run_1/layer_met1.png
Bar = 20 microns. Supply wires on this layer in grey.
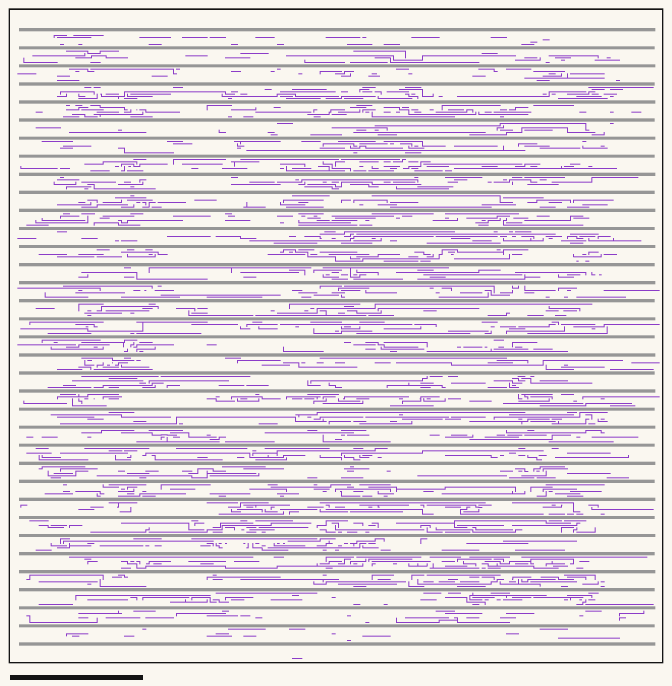
run_1/layer_met2.png
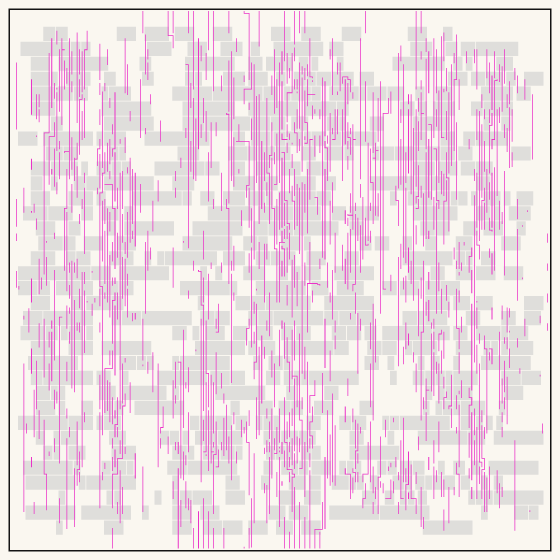
run_1/layer_met3.png
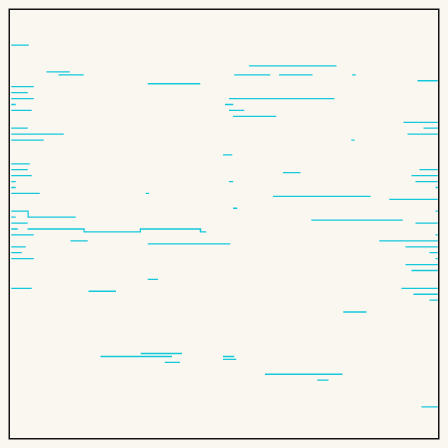
$ cat src/rtl/chip8_display_pkg.sv
// Shared state encoding and display geometry for the CHIP-8 sprite draw engine.
package chip8_display_pkg;

    localparam int FB_W     = 32'd64;
    localparam int FB_H     = 32'd32;
    localparam int FB_BYTES = 32'd256;

    typedef enum logic [2:0] {
        ST_IDLE    = 3'd0,
        ST_SPR_RD  = 3'd1,
        ST_FB_RD_L = 3'd2,
        ST_FB_WR_L = 3'd3,
        ST_FB_RD_R = 3'd4,
        ST_FB_WR_R = 3'd5,
        ST_CLEAR   = 3'd6,
        ST_DONE    = 3'd7
    } draw_state_e;

endpackage

$ cat src/rtl/sprite_draw_engine_if.sv
// Command, sprite-memory and framebuffer ports of the sprite draw engine.
interface sprite_draw_engine_if #(
    parameter int MEM_AW = 12,
    parameter int FB_AW  = 8
);
    logic              cmd_valid_in;
    logic              cmd_ready_out;
    logic              cmd_op_in;
    logic [7:0]        x_in;
    logic [7:0]        y_in;
    logic [3:0]        n_in;
    logic [MEM_AW-1:0] sprite_addr_in;
    logic [MEM_AW-1:0] mem_addr_out;
    logic              mem_rd_out;
    logic [7:0]        mem_data_in;
    logic [FB_AW-1:0]  fb_addr_out;
    logic              fb_rd_out;
    logic [7:0]        fb_data_in;
    logic              fb_we_out;
    logic [7:0]        fb_wdata_out;
    logic              done_out;
    logic              collision_out;

    modport slave (
        input  cmd_valid_in, cmd_op_in, x_in, y_in, n_in, sprite_addr_in,
               mem_data_in, fb_data_in,
        output cmd_ready_out, mem_addr_out, mem_rd_out, fb_addr_out, fb_rd_out,
               fb_we_out, fb_wdata_out, done_out, collision_out
    );

    modport master (
        output cmd_valid_in, cmd_op_in, x_in, y_in, n_in, sprite_addr_in,
               mem_data_in, fb_data_in,
        input  cmd_ready_out, mem_addr_out, mem_rd_out, fb_addr_out, fb_rd_out,
               fb_we_out, fb_wdata_out, done_out, collision_out
    );
endinterface

$ cat src/rtl/sprite_draw_engine_aligner.sv
// Splits one sprite byte across the two framebuffer bytes it may straddle.
module sprite_aligner (
    input  logic [7:0] sprite,
    input  logic [2:0] offset,
    input  logic [2:0] byte_col,
    output logic [7:0] mask_l,
    output logic [7:0] mask_r,
    output logic       straddle
);
    logic [15:0] spread_s;

    // Shift the byte into a 16-bit window: upper half is the left byte, lower half the right.
    always_comb begin
        spread_s = {sprite, 8'h00} >> offset;
        mask_l   = spread_s[15:8];
        mask_r   = spread_s[7:0];
        straddle = (offset != 3'd0) && (byte_col != 3'd7);
    end
endmodule

$ cat src/rtl/sprite_draw_engine.sv
// CHIP-8 DXYN sprite XOR-draw and screen-clear engine over byte-wide framebuffer RAM.
module sprite_draw_engine
    import chip8_display_pkg::*;
#(
    parameter int MEM_AW = 12,
    parameter int FB_AW  = 8
) (
    input  logic clk_in,
    input  logic rst_n_in,
    sprite_draw_engine_if.slave bus
);
    draw_state_e       state_r;
    draw_state_e       state_nxt_s;
    draw_state_e       row_end_s;
    logic [5:0]        x0_r;
    logic [4:0]        y_r;
    logic [3:0]        n_r;
    logic [3:0]        row_r;
    logic [MEM_AW-1:0] addr_r;
    logic [7:0]        s_r;
    logic [7:0]        clr_r;
    logic              collision_r;
    logic [7:0]        mask_l_s;
    logic [7:0]        mask_r_s;
    logic              straddle_s;
    logic              accept_s;
    logic              hit_l_s;
    logic              hit_r_s;

    sprite_aligner u_aligner (
        .sprite   (s_r),
        .offset   (x0_r[2:0]),
        .byte_col (x0_r[5:3]),
        .mask_l   (mask_l_s),
        .mask_r   (mask_r_s),
        .straddle (straddle_s)
    );

    // Next-state logic; a row ends early once the bottom screen line has been drawn.
    always_comb begin
        accept_s = (state_r == ST_IDLE) && bus.cmd_valid_in;
        hit_l_s  = |(bus.fb_data_in & mask_l_s);
        hit_r_s  = |(bus.fb_data_in & mask_r_s);
        if ((row_r + 4'd1 == n_r) || (y_r == 5'd31)) begin
            row_end_s = ST_DONE;
        end else begin
            row_end_s = ST_SPR_RD;
        end
        state_nxt_s = state_r;
        case (state_r)
            ST_IDLE: begin
                if (!bus.cmd_valid_in) begin
                    state_nxt_s = ST_IDLE;
                end else if (bus.cmd_op_in) begin
                    state_nxt_s = ST_CLEAR;
                end else if (bus.n_in == 4'd0) begin
                    state_nxt_s = ST_DONE;
                end else begin
                    state_nxt_s = ST_SPR_RD;
                end
            end
            ST_SPR_RD:  state_nxt_s = ST_FB_RD_L;
            ST_FB_RD_L: state_nxt_s = ST_FB_WR_L;
            ST_FB_WR_L: begin
                if (straddle_s) begin
                    state_nxt_s = ST_FB_RD_R;
                end else begin
                    state_nxt_s = row_end_s;
                end
            end
            ST_FB_RD_R: state_nxt_s = ST_FB_WR_R;
            ST_FB_WR_R: state_nxt_s = row_end_s;
            ST_CLEAR: begin
                if (clr_r == 8'hFF) begin
                    state_nxt_s = ST_DONE;
                end else begin
                    state_nxt_s = ST_CLEAR;
                end
            end
            ST_DONE:    state_nxt_s = ST_IDLE;
            default:    state_nxt_s = ST_IDLE;
        endcase
    end

    // State, latched command, sprite byte capture, row advance and collision flag.
    always_ff @(posedge clk_in or negedge rst_n_in) begin
        if (!rst_n_in) begin
            state_r     <= ST_IDLE;
            x0_r        <= 6'd0;
            y_r         <= 5'd0;
            n_r         <= 4'd0;
            row_r       <= 4'd0;
            addr_r      <= {MEM_AW{1'b0}};
            s_r         <= 8'd0;
            clr_r       <= 8'd0;
            collision_r <= 1'b0;
        end else begin
            state_r <= state_nxt_s;
            if (accept_s) begin
                x0_r        <= bus.x_in[5:0];
                y_r         <= bus.y_in[4:0];
                n_r         <= bus.n_in;
                row_r       <= 4'd0;
                addr_r      <= bus.sprite_addr_in;
                clr_r       <= 8'd0;
                collision_r <= 1'b0;
            end
            if (state_r == ST_FB_RD_L) begin
                s_r <= bus.mem_data_in;
            end
            if (state_r == ST_CLEAR) begin
                clr_r <= clr_r + 8'd1;
            end
            if (((state_r == ST_FB_WR_L) && hit_l_s) || ((state_r == ST_FB_WR_R) && hit_r_s)) begin
                collision_r <= 1'b1;
            end
            if (((state_r == ST_FB_WR_L) && !straddle_s) || (state_r == ST_FB_WR_R)) begin
                row_r  <= row_r + 4'd1;
                y_r    <= y_r + 5'd1;
                addr_r <= addr_r + {{(MEM_AW-1){1'b0}}, 1'b1};
            end
        end
    end

    // Moore decode of the memory and framebuffer strobes from the current state.
    always_comb begin
        bus.cmd_ready_out = (state_r == ST_IDLE);
        bus.done_out      = (state_r == ST_DONE);
        bus.collision_out = collision_r;
        bus.mem_rd_out    = (state_r == ST_SPR_RD);
        bus.mem_addr_out  = {MEM_AW{1'b0}};
        bus.fb_rd_out     = 1'b0;
        bus.fb_we_out     = 1'b0;
        bus.fb_addr_out   = {FB_AW{1'b0}};
        bus.fb_wdata_out  = 8'd0;
        case (state_r)
            ST_SPR_RD: bus.mem_addr_out = addr_r;
            ST_FB_RD_L: begin
                bus.fb_rd_out   = 1'b1;
                bus.fb_addr_out = FB_AW'({y_r, x0_r[5:3]});
            end
            ST_FB_WR_L: begin
                bus.fb_we_out    = 1'b1;
                bus.fb_addr_out  = FB_AW'({y_r, x0_r[5:3]});
                bus.fb_wdata_out = bus.fb_data_in ^ mask_l_s;
            end
            ST_FB_RD_R: begin
                bus.fb_rd_out   = 1'b1;
                bus.fb_addr_out = FB_AW'({y_r, x0_r[5:3] + 3'd1});
            end
            ST_FB_WR_R: begin
                bus.fb_we_out    = 1'b1;
                bus.fb_addr_out  = FB_AW'({y_r, x0_r[5:3] + 3'd1});
                bus.fb_wdata_out = bus.fb_data_in ^ mask_r_s;
            end
            ST_CLEAR: begin
                bus.fb_we_out   = 1'b1;
                bus.fb_addr_out = FB_AW'(clr_r);
            end
            default: bus.mem_addr_out = {MEM_AW{1'b0}};
        endcase
    end
endmodule
$ cat src/flat_wrapper.sv
// flat-port wrapper written by rule: the top's interface ports become plain ports
module sprite_draw_engine_flat import chip8_display_pkg::*;
#(
    parameter int MEM_AW = 12,
    parameter int FB_AW  = 8
)
  (clk_in, rst_n_in, bus_cmd_valid_in, bus_cmd_op_in, bus_x_in, bus_y_in, bus_n_in, bus_sprite_addr_in, bus_mem_data_in, bus_fb_data_in, bus_cmd_ready_out, bus_mem_addr_out, bus_mem_rd_out, bus_fb_addr_out, bus_fb_rd_out, bus_fb_we_out, bus_fb_wdata_out, bus_done_out, bus_collision_out);
  sprite_draw_engine_if #(.MEM_AW(MEM_AW), .FB_AW(FB_AW)) bus_i ();
  input  logic clk_in;
  input  logic rst_n_in;
  input wire logic [$bits(bus_i.cmd_valid_in)-1:0] bus_cmd_valid_in;
  input wire logic [$bits(bus_i.cmd_op_in)-1:0] bus_cmd_op_in;
  input wire logic [$bits(bus_i.x_in)-1:0] bus_x_in;
  input wire logic [$bits(bus_i.y_in)-1:0] bus_y_in;
  input wire logic [$bits(bus_i.n_in)-1:0] bus_n_in;
  input wire logic [$bits(bus_i.sprite_addr_in)-1:0] bus_sprite_addr_in;
  input wire logic [$bits(bus_i.mem_data_in)-1:0] bus_mem_data_in;
  input wire logic [$bits(bus_i.fb_data_in)-1:0] bus_fb_data_in;
  output wire logic [$bits(bus_i.cmd_ready_out)-1:0] bus_cmd_ready_out;
  output wire logic [$bits(bus_i.mem_addr_out)-1:0] bus_mem_addr_out;
  output wire logic [$bits(bus_i.mem_rd_out)-1:0] bus_mem_rd_out;
  output wire logic [$bits(bus_i.fb_addr_out)-1:0] bus_fb_addr_out;
  output wire logic [$bits(bus_i.fb_rd_out)-1:0] bus_fb_rd_out;
  output wire logic [$bits(bus_i.fb_we_out)-1:0] bus_fb_we_out;
  output wire logic [$bits(bus_i.fb_wdata_out)-1:0] bus_fb_wdata_out;
  output wire logic [$bits(bus_i.done_out)-1:0] bus_done_out;
  output wire logic [$bits(bus_i.collision_out)-1:0] bus_collision_out;
  assign bus_i.cmd_valid_in = bus_cmd_valid_in;
  assign bus_i.cmd_op_in = bus_cmd_op_in;
  assign bus_i.x_in = bus_x_in;
  assign bus_i.y_in = bus_y_in;
  assign bus_i.n_in = bus_n_in;
  assign bus_i.sprite_addr_in = bus_sprite_addr_in;
  assign bus_i.mem_data_in = bus_mem_data_in;
  assign bus_i.fb_data_in = bus_fb_data_in;
  assign bus_cmd_ready_out = bus_i.cmd_ready_out;
  assign bus_mem_addr_out = bus_i.mem_addr_out;
  assign bus_mem_rd_out = bus_i.mem_rd_out;
  assign bus_fb_addr_out = bus_i.fb_addr_out;
  assign bus_fb_rd_out = bus_i.fb_rd_out;
  assign bus_fb_we_out = bus_i.fb_we_out;
  assign bus_fb_wdata_out = bus_i.fb_wdata_out;
  assign bus_done_out = bus_i.done_out;
  assign bus_collision_out = bus_i.collision_out;
  sprite_draw_engine #(.MEM_AW(MEM_AW), .FB_AW(FB_AW)) u_core (.clk_in(clk_in), .rst_n_in(rst_n_in), .bus(bus_i));
endmodule
$ cat config.mk
export PLATFORM = sky130hd
export DESIGN_NAME = sprite_draw_engine_flat
export DESIGN_NICKNAME = d
export VERILOG_FILES = /design/src/rtl/chip8_display_pkg.sv /design/src/rtl/sprite_draw_engine_if.sv /design/src/rtl/sprite_draw_engine_aligner.sv /design/src/rtl/sprite_draw_engine.sv /design/src/flat_wrapper.sv
export SDC_FILE = /design/constraint.sdc
export NUM_CORES = 1
export LEC_CHECK = 0
export CAP_MARGIN = 20
export CORE_UTILIZATION = 40
export CTS_BUF_LIST = sky130_fd_sc_hd__clkbuf_16
export DETAILED_ROUTE_END_ITERATION = 12
export PLACE_DENSITY_LB_ADDON = 0.05
export SETUP_SLACK_MARGIN = 0.1
export SLEW_MARGIN = 30
export SYNTH_ARGS = -nofsm -noshare
export SYNTH_HDL_FRONTEND = slang
export SYNTH_SLANG_ARGS = --single-unit
$ cat constraint.sdc
create_clock -name clk_in -period 3.15 [get_ports clk_in]
set_input_delay 0.945 -clock clk_in [delete_from_list [all_inputs] [get_ports clk_in]]
set_output_delay 0.945 -clock clk_in [all_outputs]
set_load 0.02 [all_outputs]
==> results.cfg, run 1 <==
; yosys + openroad results
[synth]
synth_area_leader_cell = dfrtp_1
netlist_logic_family_top = simple AND/OR/NAND/NOR gates
synth.cellmix.adderShare_pct = 2.37
yosysWarnings = 0
yosys-mux-area-fraction_pct = 8.35
post_synth_most_frequent_cells = nand2_1, dfrtp_1, o21ai_0, nor2_1, a21oi_1
post_synth.cell_area_avg_sq_um = 8.26
yosysCellCount = 448
synth-seq-cells = 51
syn-cell-area_sq_um = 3700
area_fraction_in_compound_gates_after_synthesis_pct = 23.1
postSynthCellCount = 448
top_cells_area = dfrtp_1, nand2_1, o21ai_0
synth_simple_gate_area_share_pct = 23.8

[layout]
n_multi_input_combinational_cell = 354
number_of_inserted_filler_cells_in_the_final_layout = 826
finalCoreUtilization_pct = 60.4
multiInputGateArea_sq_um = 2410
seqCellArea_sq_um = 1280
synthToLayoutAreaGrowth_pct = 44.5
finish.net_count = 633
n_antenna_cell = 0
layout.non_clock_buffers = 148
layout.clock_buffers = 5
largest_cell_class = logic gates
clock_buf_inv_share_pct = 2.67
fin_area_sq_um = 5350

[pwr]
maxPowerGroup = combinational logic
power.share.switching_pct = 44.6
clock_power_share_pct = 10.4
power_report.internal_total_mw = 2.99
seq_power_share_pct = 23.1
max-vdd-ir-drop_uv = 417
comb_power_share_pct = 66.5
power_density_nw_per_um2 = 1010
leakage_nw = 2.56

[final_timing]
period_used_pct = 98.8
fmax_mhz = 321
fin_worst_hold_slack_ns = 0.505
finalClockSkew_ns = 0.00413
max_slew.worst_pin.slew_ns = 0.911
timing.final.max_slew_violations = 0

[global_routing]
use_met1_pct = 33.6
grt_use_met2_pct = 41.9
top_usage_layer_grt = met2
grt_pass1_vias = 3858
grt_start_max_net_pins = 52

[clocking]
clock_slew_at_reported_path_ffs_ns = 0.07
cts_tree = built
tritoncts.num_buffers = 5
clock_tree.buffer_depth = 2
number_of_gates_resized_after_cts = 61
h_tree_depth = 2
clock_latency_ns = 0.29
cts-root-buf = clkbuf_16
post_cts.repair.setup_buffers = 8

[floorplanning]
chip_area_sq_um = 9640
placement_rows = 34
dieWidth_microns = 98.2
well_tap_count = 108
core_sq_um = 8850
initCoreUtil_pct = 41.8
dieHeight_microns = 98.2

[critical_path]
worst_ep_required_time_ns = 2.20
reg2reg_slack_ns = 0.82
worstSetupEndpoint = bus_fb_wdata_out[7]
worstPathBufferInverterCount = 1
reg2regPathDepth = 7
arrival_ns = 2.17
timing.critical_path.from = u_core.x0_r[0]$_DFFE_PN0P_
category_of_the_worst_setup_path_launch_point = flip-flop
crit_slowest_cell = mux4_2
crit_path_end_kind = output port
path_delay_family = AND-OR/OR-AND gates
crit_path_max_cell_delay_ns = 0.54
path_max_fanout = 3
crit_type = reg -> out

[place]
weighted_congestion_at_the_end_of_routability_driven_global_placement = 0.918
io_buffer_count = 80
cell_count_post_placement = 666
dp_slack_ns = -0.361

[route]
route.detailed.wl_per_inst_microns = 16.9
met3RoutedLength_microns = 486
detailedRoute.firstPassIterationCount = 7
top_layer_used = met4
route.layer.met1.wl_microns = 5450

[run_status]
outcome = finished clean

[min_path]
timing.hold.worst_path_depth = 2
Back to the opening pictures, layer_met1.png:
main direction	horizontal
nets with wire on the layer	558
longest straight run	41.9 microns

Back to the opening pictures, layer_met2.png:
nets with wire on the layer	528
wire length on this layer	5,460 microns

Back to the opening pictures, layer_met3.png:
longest straight run	23.9 microns
nets with wire on the layer	70
main direction	horizontal
wire length on this layer	487 microns
met3 track demand over resource in global routing: 3.44%
Routed WL: 11,600 microns
count of vias placed by the detailed router: 3,841

run_1/placement_by_type.png
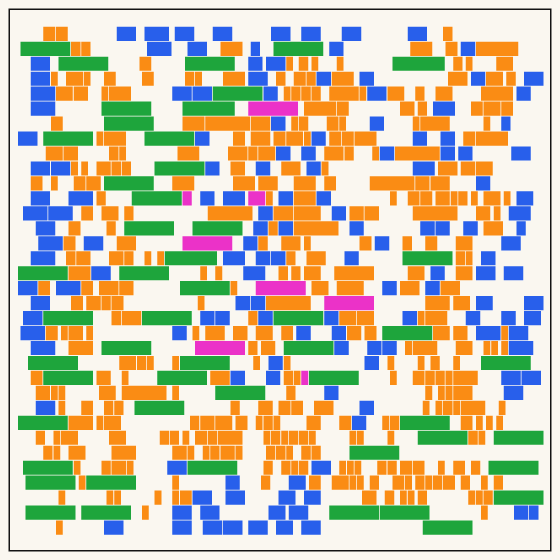

==> run 1 -> run 2 <==
--- a/config.mk
+++ b/config.mk
@@ -9,9 +9,11 @@
 export CORE_UTILIZATION = 40
 export CTS_BUF_LIST = sky130_fd_sc_hd__clkbuf_16
 export DETAILED_ROUTE_END_ITERATION = 12
+export HOLD_SLACK_MARGIN = 0.1
 export PLACE_DENSITY_LB_ADDON = 0.05
 export SETUP_SLACK_MARGIN = 0.1
 export SLEW_MARGIN = 30
 export SYNTH_ARGS = -nofsm -noshare
 export SYNTH_HDL_FRONTEND = slang
 export SYNTH_SLANG_ARGS = --single-unit
+export TNS_END_PERCENT = 50
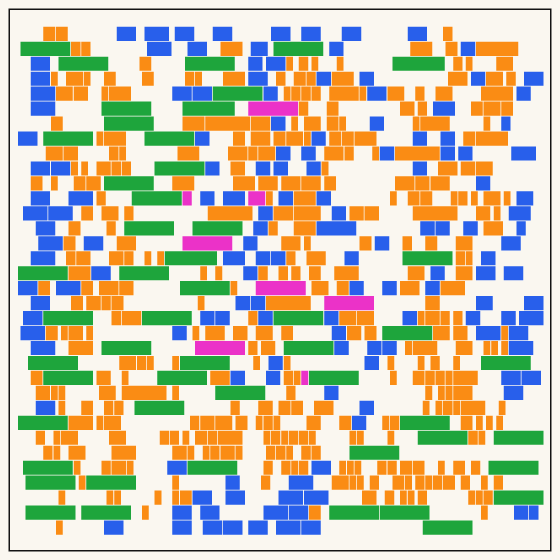
run_2/placement_by_type.png
class	colour	cells	share of their area
combinational and other logic	orange	368	46%
clock drivers and dummy loads	magenta	8	2.8%
sequential cells	green	51	25%
remaining buffers and delay cells	blue	148	26%

==> results.cfg, run 2 <==
; yosys + openroad results
[run_status]
outcome = finished clean

[pwr]
power.share.switching_pct = 44.3
power.switching_mw = 2.35
power_report.internal_total_mw = 2.96
comb_power_share_pct = 66.2
clock_power_share_pct = 10.6
comb_cell_power_mw = 3.51
leakage_nw = 2.63
seq_power_share_pct = 23.3
max-vdd-ir-drop_uv = 417
maxPowerGroup = combinational logic
power_density_nw_per_um2 = 999

[global_routing]
grt_start_max_net_pins = 52
grt_pass1_vias = 3860
use_met3_pct = 3.44
use_met1_pct = 33.6
initial_antenna_violation_count = 0
globalRouteOverflowTotal = 0

[floorplanning]
chip_area_sq_um = 9640
pin_count = 86
core_sq_um = 8850
well_tap_count = 108
placement_rows = 34
dieWidth_microns = 98.2
initCoreUtil_pct = 41.8
dieHeight_microns = 98.2

[critical_path]
path_max_fanout = 3
cp.depth = 5
crit_path_end_kind = output port
reg2reg_slack_ns = 0.83
worstPathBufferInverterCount = 1
reg2regPathDepth = 7
worstSetupEndpoint = bus_fb_wdata_out[7]
path_delay_family = AND-OR/OR-AND gates
crit_type = reg -> out
worst_ep_required_time_ns = 2.20
crit_slowest_cell = mux4_2
crit_path_max_cell_delay_ns = 0.54
timing.critical_path.from = u_core.x0_r[0]$_DFFE_PN0P_
arrival_ns = 2.16
rr_endpoint = u_core.addr_r[7]$_DFFE_PN0P_
category_of_the_worst_setup_path_launch_point = flip-flop

[clocking]
h_tree_depth = 2
number_of_gates_resized_after_cts = 53
cts-root-buf = clkbuf_16
clock_slew_at_reported_path_ffs_ns = 0.07
clock_latency_ns = 0.29
tritoncts.num_buffers = 5
clock_tree.buffer_depth = 2
cts_tree = built
post_cts.repair.setup_buffers = 8

[route]
detail_route.iter0.violations = 176
route.layer.met1.wl_microns = 5410
detail-route-antenna-nets = 0
top_layer_used = met4
detailedRoute.firstPassIterationCount = 6
route.final.wire_length_microns = 11500
route.detailed.wl_per_inst_microns = 16.8
via_count = 3827
met3RoutedLength_microns = 528

[synth]
ys_sh_xor_pct = 2.74
synth.cellmix.adderShare_pct = 2.37
postSynth.asyncResetShare_pct = 100
top_cells_area = dfrtp_1, nand2_1, o21ai_0
synth_cell_types = 61
yosysCellCount = 448
syn-cell-area_sq_um = 3700
netlist_logic_family_top = simple AND/OR/NAND/NOR gates
yosys_area_sq_um = 3700
area_fraction_in_compound_gates_after_synthesis_pct = 23.1
syn-num-nets = 507
synth-seq-cells = 51
yosys-mux-area-fraction_pct = 8.35
synth_area_leader_cell = dfrtp_1
yosysWarnings = 0
synth-edff-count = 0
post_synth_most_frequent_cells = nand2_1, dfrtp_1, o21ai_0, nor2_1, a21oi_1
postSynthCellCount = 448
post_synth.cell_area_avg_sq_um = 8.26
synth_simple_gate_area_share_pct = 23.8

[place]
cell_count_post_placement = 666
io_buffer_count = 80
detailedPlacementHpwl_microns = 8380
placement.cell_area_sq_um = 4940
weighted_congestion_at_the_end_of_routability_driven_global_placement = 0.918
dp_slack_ns = -0.361

[layout]
layout.clock_buffers = 5
finish.net_count = 633
multiInputGateArea_sq_um = 2350
n_multi_input_combinational_cell = 354
clock_buf_inv_share_pct = 2.68
largest_register = u_core.addr_r
n_antenna_cell = 0
final_cell_mix = nand2_1, buf_4, clkdlybuf4s50_1, dfrtp_1, o21ai_0
fin_area_sq_um = 5320
number_of_inserted_filler_cells_in_the_final_layout = 826
dominant_logic_cell_type_in_the_layout = nand2_1
largest_reg_flops = 12
synthToLayoutAreaGrowth_pct = 43.8
seqCellArea_sq_um = 1280
layout.non_clock_buffers = 148
largest_cell_class = logic gates

[final_timing]
final-hold-violation-count = 0
worst_slew_slack_as_a_fraction_of_its_limit_pct = 40.1
period_used_pct = 98.5
fin_worst_hold_slack_ns = 0.505
setup_violations = 0
finalClockSkew_ns = 0.00406
timing.final.max_slew_violations = 0
fmax_mhz = 322
setup_slack_ns = 0.0473
max_slew.worst_pin.slew_ns = 0.896
sum_neg_setup_slack_ns = 0

[job]
tool_warnings = 33

[min_path]
timing.hold.worst_path_depth = 2
hold_path_end = u_core.n_r[0]$_DFFE_PN0P_
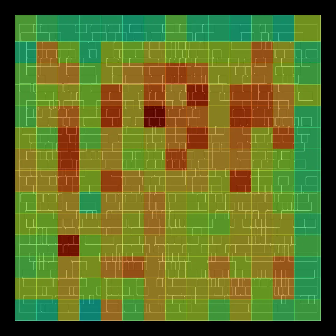
run_2/congestion.png
core utilization of the finished layout: 60.1%
GR Util met2: 41.9%
Top Usage Layer GRT: met2

==> run 2 -> run 3 <==
--- a/config.mk
+++ b/config.mk
@@ -9,8 +9,8 @@
 export CORE_UTILIZATION = 40
 export CTS_BUF_LIST = sky130_fd_sc_hd__clkbuf_16
 export DETAILED_ROUTE_END_ITERATION = 12
-export HOLD_SLACK_MARGIN = 0.1
-export PLACE_DENSITY_LB_ADDON = 0.05
+export PLACE_DENSITY_LB_ADDON = 0.12
+export REMOVE_ABC_BUFFERS = 1
 export SETUP_SLACK_MARGIN = 0.1
 export SLEW_MARGIN = 30
 export SYNTH_ARGS = -nofsm -noshare
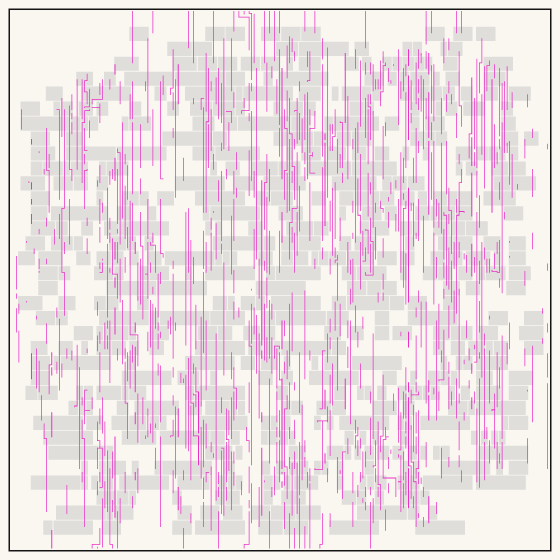
run_3/layer_met2.png
longest straight run	34.7 microns
nets with wire on the layer	505
main direction	vertical
GR Util met2: 38.1%
count of vias placed by the detailed router: 3,695
Routed WL: 10,700 microns

==> results.cfg, run 3 <==
; yosys + openroad results
[layout]
largest_register = u_core.addr_r
dominant_logic_cell_type_in_the_layout = nand2_1
n_antenna_cell = 0
seqCellArea_sq_um = 1280
finish.net_count = 621
layout.non_clock_buffers = 136
clock_buf_inv_share_pct = 2.70
number_of_inserted_filler_cells_in_the_final_layout = 835
largest_reg_flops = 12
largest_cell_class = logic gates
multiInputGateArea_sq_um = 2360
n_multi_input_combinational_cell = 354
layout.clock_buffers = 5
synthToLayoutAreaGrowth_pct = 41.4
fin_area_sq_um = 5230

[synth]
post_synth_most_frequent_cells = nand2_1, dfrtp_1, o21ai_0, nor2_1, a21oi_1
synth_cell_types = 61
ys_sh_xor_pct = 2.74
synth_simple_gate_area_share_pct = 23.8
post_synth.cell_area_avg_sq_um = 8.26
syn-cell-area_sq_um = 3700
top_cells_area = dfrtp_1, nand2_1, o21ai_0
synth-seq-cells = 51
synth_area_leader_cell = dfrtp_1
synth.cellmix.adderShare_pct = 2.37
yosysWarnings = 0
synth-edff-count = 0
yosysCellCount = 448
yosys_area_sq_um = 3700
postSynthCellCount = 448
postSynth.asyncResetShare_pct = 100

[critical_path]
worstPathBufferInverterCount = 1
path_max_fanout = 3
cp.depth = 5
category_of_the_worst_setup_path_launch_point = flip-flop
reg2regPathDepth = 8
rr_endpoint = u_core.addr_r[7]$_DFFE_PN0P_
arrival_ns = 2.22
crit_path_end_kind = output port
worst_ep_required_time_ns = 2.20
crit_slowest_cell = mux4_2
worstSetupEndpoint = bus_fb_wdata_out[7]
crit_type = reg -> out
crit_path_max_cell_delay_ns = 0.54
timing.critical_path.from = u_core.x0_r[0]$_DFFE_PN0P_

[route]
met3RoutedLength_microns = 382
detailedRoute.firstPassIterationCount = 9
detail_route.iter0.violations = 142
avgViaCountPerCell = 5.51
route.detailed.wl_per_inst_microns = 15.9
route.layer.met1.wl_microns = 5320
top_layer_used = met4
detail-route-antenna-nets = 0

[clocking]
clock_latency_ns = 0.28
tritoncts.num_buffers = 5
number_of_gates_resized_after_cts = 57
clock_slew_at_reported_path_ffs_ns = 0.07
cts_tree = built
post_cts.repair.setup_buffers = 1
cts-root-buf = clkbuf_16
h_tree_depth = 2
clock_tree.buffer_depth = 2

[job]
tool_warnings = 32

[pwr]
leakage_nw = 2.52
p_total_mw = 5.12
clock_power_share_pct = 10.3
maxPowerGroup = combinational logic
power_density_nw_per_um2 = 978
power.share.switching_pct = 44.3
power.switching_mw = 2.27
seq_power_share_pct = 23.7
max-vdd-ir-drop_uv = 398
power_report.internal_total_mw = 2.85
comb_cell_power_mw = 3.38

[place]
io_buffer_count = 80
placement.cell_area_sq_um = 4920
weighted_congestion_at_the_end_of_routability_driven_global_placement = 0.866
dp_slack_ns = -0.376
detailedPlacementHpwl_microns = 7940
cell_count_post_placement = 662

[final_timing]
worst_slew_slack_as_a_fraction_of_its_limit_pct = 50.5
setup_slack_ns = -0.0176
max_slew.worst_pin.slew_ns = 0.740
fmax_mhz = 316
sum_neg_setup_slack_ns = -0.0176
setup_violations = 1
fin_worst_hold_slack_ns = 0.506
period_used_pct = 101

[min_path]
hold_path_end = u_core.n_r[0]$_DFFE_PN0P_
timing.hold.worst_path_depth = 2
min_path_type = reg -> reg

[floorplanning]
dieWidth_microns = 98.2
dieHeight_microns = 98.2
core_sq_um = 8850
chip_area_sq_um = 9640
pin_count = 86
well_tap_count = 108

[global_routing]
grt_start_max_net_pins = 52
globalRouteOverflowTotal = 0
initial_antenna_violation_count = 0
use_met1_pct = 32.3
grt_pass1_vias = 3675
top_usage_layer_grt = met2

[run_status]
outcome = finished with violations
violations = negative setup slack
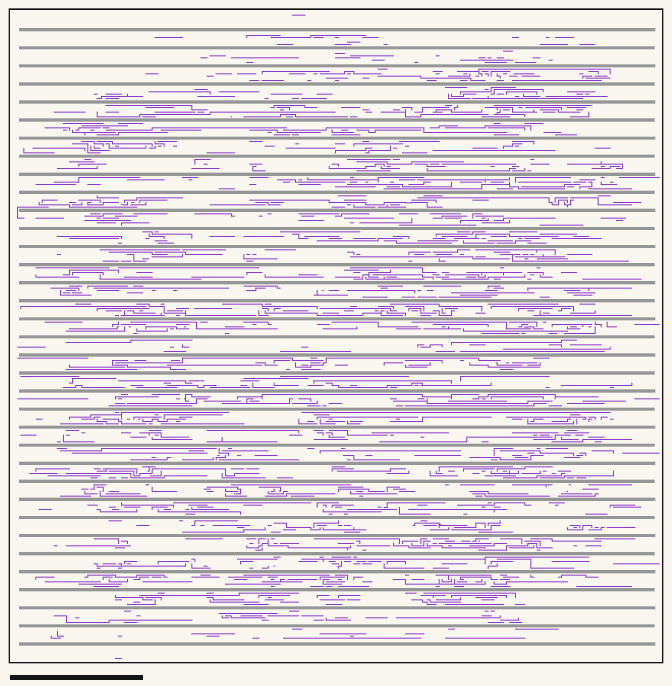
run_3/layer_met1.png
Bar = 20 microns. Supply wires on this layer in grey.
wire length on this layer	5,320 microns
main direction	horizontal

